`src/rtl/blend_sequencer.sv`:
```
// blend_sequencer
// Frame-level controller for the alpha blending datapath. For each pixel of a
// job it reads src1 and src2 over a shared memory port, hands the pair to the
// blender (pixel_ready/pixel_done), then writes the blended value to dst.
//
// Ports:
//   clk, n_rst            clock; synchronous active-low reset
//   start, abort          job command pulse (IDLE only) / level cancel
//   src1_base, src2_base,
//   dst_base, pixel_count job configuration, latched on an accepted start
//   alpha                 blend weight, legal 0..ALPHA_MAX
//   mem_rd_req/wr_req,
//   mem_addr, mem_wr_data,
//   mem_rd_data, mem_ack  single shared memory port, request held until ack
//   pixel_ready, color1,
//   color2, alpha_value,
//   pixel_done,
//   alpha_result          blender handshake
//   busy, done, err       status: not idle / job complete / start rejected
module blend_sequencer #(
    parameter int ADDR_W    = 16,
    parameter int ALPHA_MAX = 10
) (
    input  logic              clk,
    input  logic              n_rst,
    input  logic              start,
    input  logic              abort,
    input  logic [ADDR_W-1:0] src1_base,
    input  logic [ADDR_W-1:0] src2_base,
    input  logic [ADDR_W-1:0] dst_base,
    input  logic [ADDR_W-1:0] pixel_count,
    input  logic [3:0]        alpha,
    output logic              mem_rd_req,
    output logic              mem_wr_req,
    output logic [ADDR_W-1:0] mem_addr,
    output logic [7:0]        mem_wr_data,
    input  logic [7:0]        mem_rd_data,
    input  logic              mem_ack,
    output logic              pixel_ready,
    output logic [7:0]        color1,
    output logic [7:0]        color2,
    output logic [3:0]        alpha_value,
    input  logic              pixel_done,
    input  logic [7:0]        alpha_result,
    output logic              busy,
    output logic              done,
    output logic              err
);

    localparam logic [3:0]        ALPHA_MAX_L = 4'(ALPHA_MAX);
    localparam logic [ADDR_W-1:0] ONE         = ADDR_W'(1);

    typedef enum logic [2:0] {IDLE, RD1, RD2, BLEND, WR, FIN} state_t;

    state_t            state_q, state_d;
    logic [ADDR_W-1:0] idx_q, idx_d;
    logic [ADDR_W-1:0] src1_q, src1_d, src2_q, src2_d, dst_q, dst_d;
    logic [ADDR_W-1:0] cnt_q, cnt_d;
    logic [3:0]        alpha_q, alpha_d;
    logic [7:0]        c1_q, c1_d, c2_q, c2_d, res_q, res_d;
    logic              err_q, err_d;

    always_ff @(posedge clk) begin
        if (!n_rst) begin
            state_q <= IDLE;
            idx_q   <= '0;
            src1_q  <= '0;
            src2_q  <= '0;
            dst_q   <= '0;
            cnt_q   <= '0;
            alpha_q <= '0;
            c1_q    <= '0;
            c2_q    <= '0;
            res_q   <= '0;
            err_q   <= 1'b0;
        end else begin
            state_q <= state_d;
            idx_q   <= idx_d;
            src1_q  <= src1_d;
            src2_q  <= src2_d;
            dst_q   <= dst_d;
            cnt_q   <= cnt_d;
            alpha_q <= alpha_d;
            c1_q    <= c1_d;
            c2_q    <= c2_d;
            res_q   <= res_d;
            err_q   <= err_d;
        end
    end

    always_comb begin
        state_d = state_q;
        idx_d   = idx_q;
        src1_d  = src1_q;
        src2_d  = src2_q;
        dst_d   = dst_q;
        cnt_d   = cnt_q;
        alpha_d = alpha_q;
        c1_d    = c1_q;
        c2_d    = c2_q;
        res_d   = res_q;
        err_d   = 1'b0;

        case (state_q)
            IDLE: begin
                if (start) begin
                    if (alpha > ALPHA_MAX_L) begin
                        err_d = 1'b1;
                    end else if (pixel_count == '0) begin
                        state_d = FIN;
                    end else begin
                        src1_d  = src1_base;
                        src2_d  = src2_base;
                        dst_d   = dst_base;
                        cnt_d   = pixel_count;
                        alpha_d = alpha;
                        idx_d   = '0;
                        state_d = RD1;
                    end
                end
            end
            RD1: begin
                if (mem_ack) begin
                    c1_d    = mem_rd_data;
                    state_d = RD2;
                end
            end
            RD2: begin
                if (mem_ack) begin
                    c2_d    = mem_rd_data;
                    state_d = BLEND;
                end
            end
            BLEND: begin
                // Leaving BLEND drops pixel_ready, which lets the blender clear done.
                if (pixel_done) begin
                    res_d   = alpha_result;
                    state_d = WR;
                end
            end
            WR: begin
                if (mem_ack) begin
                    if (idx_q == cnt_q - ONE) begin
                        state_d = FIN;
                    end else begin
                        idx_d   = idx_q + ONE;
                        state_d = RD1;
                    end
                end
            end
            FIN:     state_d = IDLE;
            default: state_d = IDLE;
        endcase

        if (abort && state_q != IDLE) begin
            state_d = IDLE;
        end
    end

    // Requests and addresses are decoded from the registered state, so they stay
    // stable while waiting for ack and drop the cycle after it.
    always_comb begin
        mem_addr = '0;
        case (state_q)
            RD1:     mem_addr = src1_q + idx_q;
            RD2:     mem_addr = src2_q + idx_q;
            WR:      mem_addr = dst_q + idx_q;
            default: mem_addr = '0;
        endcase
    end

    assign mem_rd_req  = (state_q == RD1) || (state_q == RD2);
    assign mem_wr_req  = (state_q == WR);
    assign mem_wr_data = (state_q == WR) ? res_q : 8'h00;
    assign pixel_ready = (state_q == BLEND);
    assign color1      = c1_q;
    assign color2      = c2_q;
    assign alpha_value = alpha_q;
    assign busy        = (state_q != IDLE);
    // An abort landing in FIN cancels the completion pulse.
    assign done        = (state_q == FIN) && !abort;
    assign err         = err_q;

endmodule

```
`config.mk`:
```
export PLATFORM = sky130hd
export DESIGN_NAME = blend_sequencer
export DESIGN_NICKNAME = d
export VERILOG_FILES = /design/src/rtl/blend_sequencer.sv
export SDC_FILE = /design/constraint.sdc
export NUM_CORES = 1
export LEC_CHECK = 0
export CELL_PAD_IN_SITES_DETAIL_PLACEMENT = 1
export CELL_PAD_IN_SITES_GLOBAL_PLACEMENT = 2
export CORE_ASPECT_RATIO = 0.7
export CORE_MARGIN = 4
export CORE_UTILIZATION = 28
export CTS_CLUSTER_DIAMETER = 30
export DETAILED_ROUTE_END_ITERATION = 10
export PLACE_DENSITY_LB_ADDON = 0.1
export REMOVE_ABC_BUFFERS = 1
export SETUP_SLACK_MARGIN = 0.2
export SLEW_MARGIN = 20
export SYNTH_ARGS = -nofsm -noshare
export SYNTH_HDL_FRONTEND = slang
export SYNTH_SLANG_ARGS = --single-unit
export TNS_END_PERCENT = 1
```
`constraint.sdc`:
```
create_clock -name clk -period 5 [get_ports clk]
set_input_delay 1 -clock clk [delete_from_list [all_inputs] [get_ports clk]]
set_output_delay 1 -clock clk [all_outputs]
set_load 0.02 [all_outputs]
```
==> results_dict.tcl <==
# implementation run metrics
set metrics [dict create \
    hold_path.startpoint "src1_q[1]$_SDFFE_PN0P_" \
    worst_slew_margin_rel 0.404 \
    number_of_cells_on_the_worst_reg_to_reg_path 7 \
    largestClassByArea "combinational gates" \
    synthMostInstantiatedCell "sky130_fd_sc_hd__nand2_1" \
    power_leakage_nw 2.99 \
    floorplan.die.height_um 130 \
    asyncSetResetFlopFracSynth 0 \
    clockNetworkAreaShare 0.0378 \
    holdPathEnd "src1_q[1]$_SDFFE_PN0P_" \
    finalClockPeriodUsage 0.909 \
    yosys-top-cells-count "sky130_fd_sc_hd__nand2_1, sky130_fd_sc_hd__dfxtp_1, sky130_fd_sc_hd__a21oi_1" \
    mostFrequentLayoutCells "sky130_fd_sc_hd__nand2_1, sky130_fd_sc_hd__clkdlybuf4s50_1, sky130_fd_sc_hd__dfxtp_1, sky130_fd_sc_hd__a21oi_1, sky130_fd_sc_hd__nor2_1" \
    clock_tree.root_cell "sky130_fd_sc_hd__clkbuf_16" \
    total_power_mw 2.84 \
    rsz_0062_raised_after_global_routing "true" \
    worstSetupPathDepth 15 \
    group_drawing_the_most_power "registers" \
    first_iter_violations 247 \
    cp_data_arrival_time_ns 3.55 \
    nNonClkBuffers 153 \
    detail_route.wirelength.met1_um 10400 \
    clock.fmax_ghz 0.220 \
    ir_drop_uv 162 \
    critPathLaunch "state_q[0]$_SDFFE_PP0P_" \
    wl_per_cell_um 17.2 \
    pg_comb_mw 0.980 \
    yosysCellCount 787 \
    synthToLayoutAreaGrowth_pct 33.9 \
    met2_wirelength_um 8900 \
    reg2reg_to "idx_q[6]$_SDFFE_PN0P_" \
    postSynthRegisterBits 112 \
    worst_skew_pair.late_latency_ns 0.36 \
    finalHoldViolCount 0 \
    numSequentialCells 112 \
    kind_of_cell_adding_the_most_delay_to_the_critical_path "AND-OR/OR-AND gates" \
    edf_count 0 \
    power.share.switching 0.360 \
    endpoint_kind "output port" \
    post_layout_nonfiller_instances 1191 \
    standard_cell_with_the_maximum_stage_delay_on_the_critical_path "sky130_fd_sc_hd__dfxtp_2" \
    core_region_area_um2 20800 \
    vias_per_cell 4.95 \
    sh_comb_area 0.438 \
    ys_warn_count 0 \
    synth_seq_share 0.378 \
    place_ws_ns 0.0917 \
    die_area_um2 23600 \
    dp_hpwl_um 15600 \
    delay_of_the_slowest_cell_on_the_worst_path_ns 0.37 \
    hold_slack_ns 0.453 \
    met2_usage 0.269 \
    netlist_area_um2 5920 \
    seq_power_share 0.388 \
    globalRouteMet3Util 0.0387 \
    ys_chip_area_um2 5920 \
    comb.multi_input.count 618 \
    drt_pass1_iterations 4 \
    post-synth-top-area-cell "sky130_fd_sc_hd__dfxtp_1" \
    floorplan.tapcells 276 \
    run_status "finished, final reports clean" \
    drv_slew 0 \
    cells_on_worst_hold_path 2 \
    ioPinCount 140 \
    setup_viol 0 \
    max_cap_viol_count 0 \
    crit_fanout 7 \
    r2r-start "cnt_q[9]$_SDFFE_PN0P_" \
    clkPwrFrac 0.266 \
    worstPathBufferInverterCount 2 \
    seqCellArea_um2 2240 \
    cts_buffers 9 \
    cts_resized 8 \
]
## cell families (layout without fill, tap and decap cells)
logic type               after synthesis  after routing  share of synthesized area
AND-OR/OR-AND                        172            172                      0.171
XOR/XNOR                              32             32                     0.0473
adder cells (fa/ha/maj)               18             18                     0.0393
buffers and inverters                 57            185                     0.0397
flip-flops                           112            112                      0.378
multiplexers                          19             19                     0.0321
AND/OR/NAND/NOR                      377            377                      0.292
## worst min-delay path: cells and delay by family, from the launching register on
family             cells  cell delay (ns)
AOI/OAI and AO/OA      1             0.05
and+or+nand+nor        1             0.05
DFF                    1             0.31
## metrics by stage
| step | util | setup TNS [ns] |
|---|---|---|
| floorplan | - | -33.92 |
| global placement | 0.367 | 0 |
| detailed placement | 0.367 | 0 |
| CTS | 0.381 | 0 |
| global route | 0.382 | 0 |
| finish | 0.382 | 0 |
Figure 1. Cell classes on the final placement.
Drawn at 1.5 px/µm.
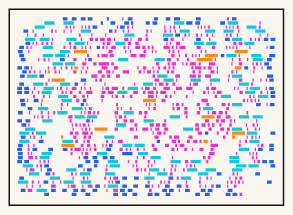
legend:
  orange:
    class: clock drivers and dummy loads
    cells: 16
    share_of_their_area: 4.0%
  blue:
    class: remaining buffers and delay cells
    cells: 153
    share_of_their_area: 20%
  cyan:
    class: registers
    cells: 112
    share_of_their_area: 30%
  magenta:
    class: remaining logic cells
    cells: 634
    share_of_their_area: 47%

Figure 2. Pin map.
Drawn at 2 px/µm. Pins as bars across the die edge, other pins in grey.
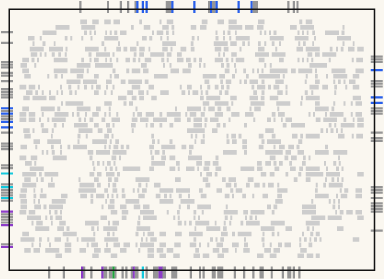
legend:
  green:
    port: `abort`
    pins: 1
    direction: input
    edge: south
  cyan:
    port: `alpha_value`
    pins: 4
    direction: output
    edge: 3 west, 1 south
  blue:
    port: `mem_addr`
    pins: 16
    direction: output
    edge: 9 north, 4 west, 3 east
  purple:
    port: `color1`
    pins: 8
    direction: output
    edge: 5 south, 3 west

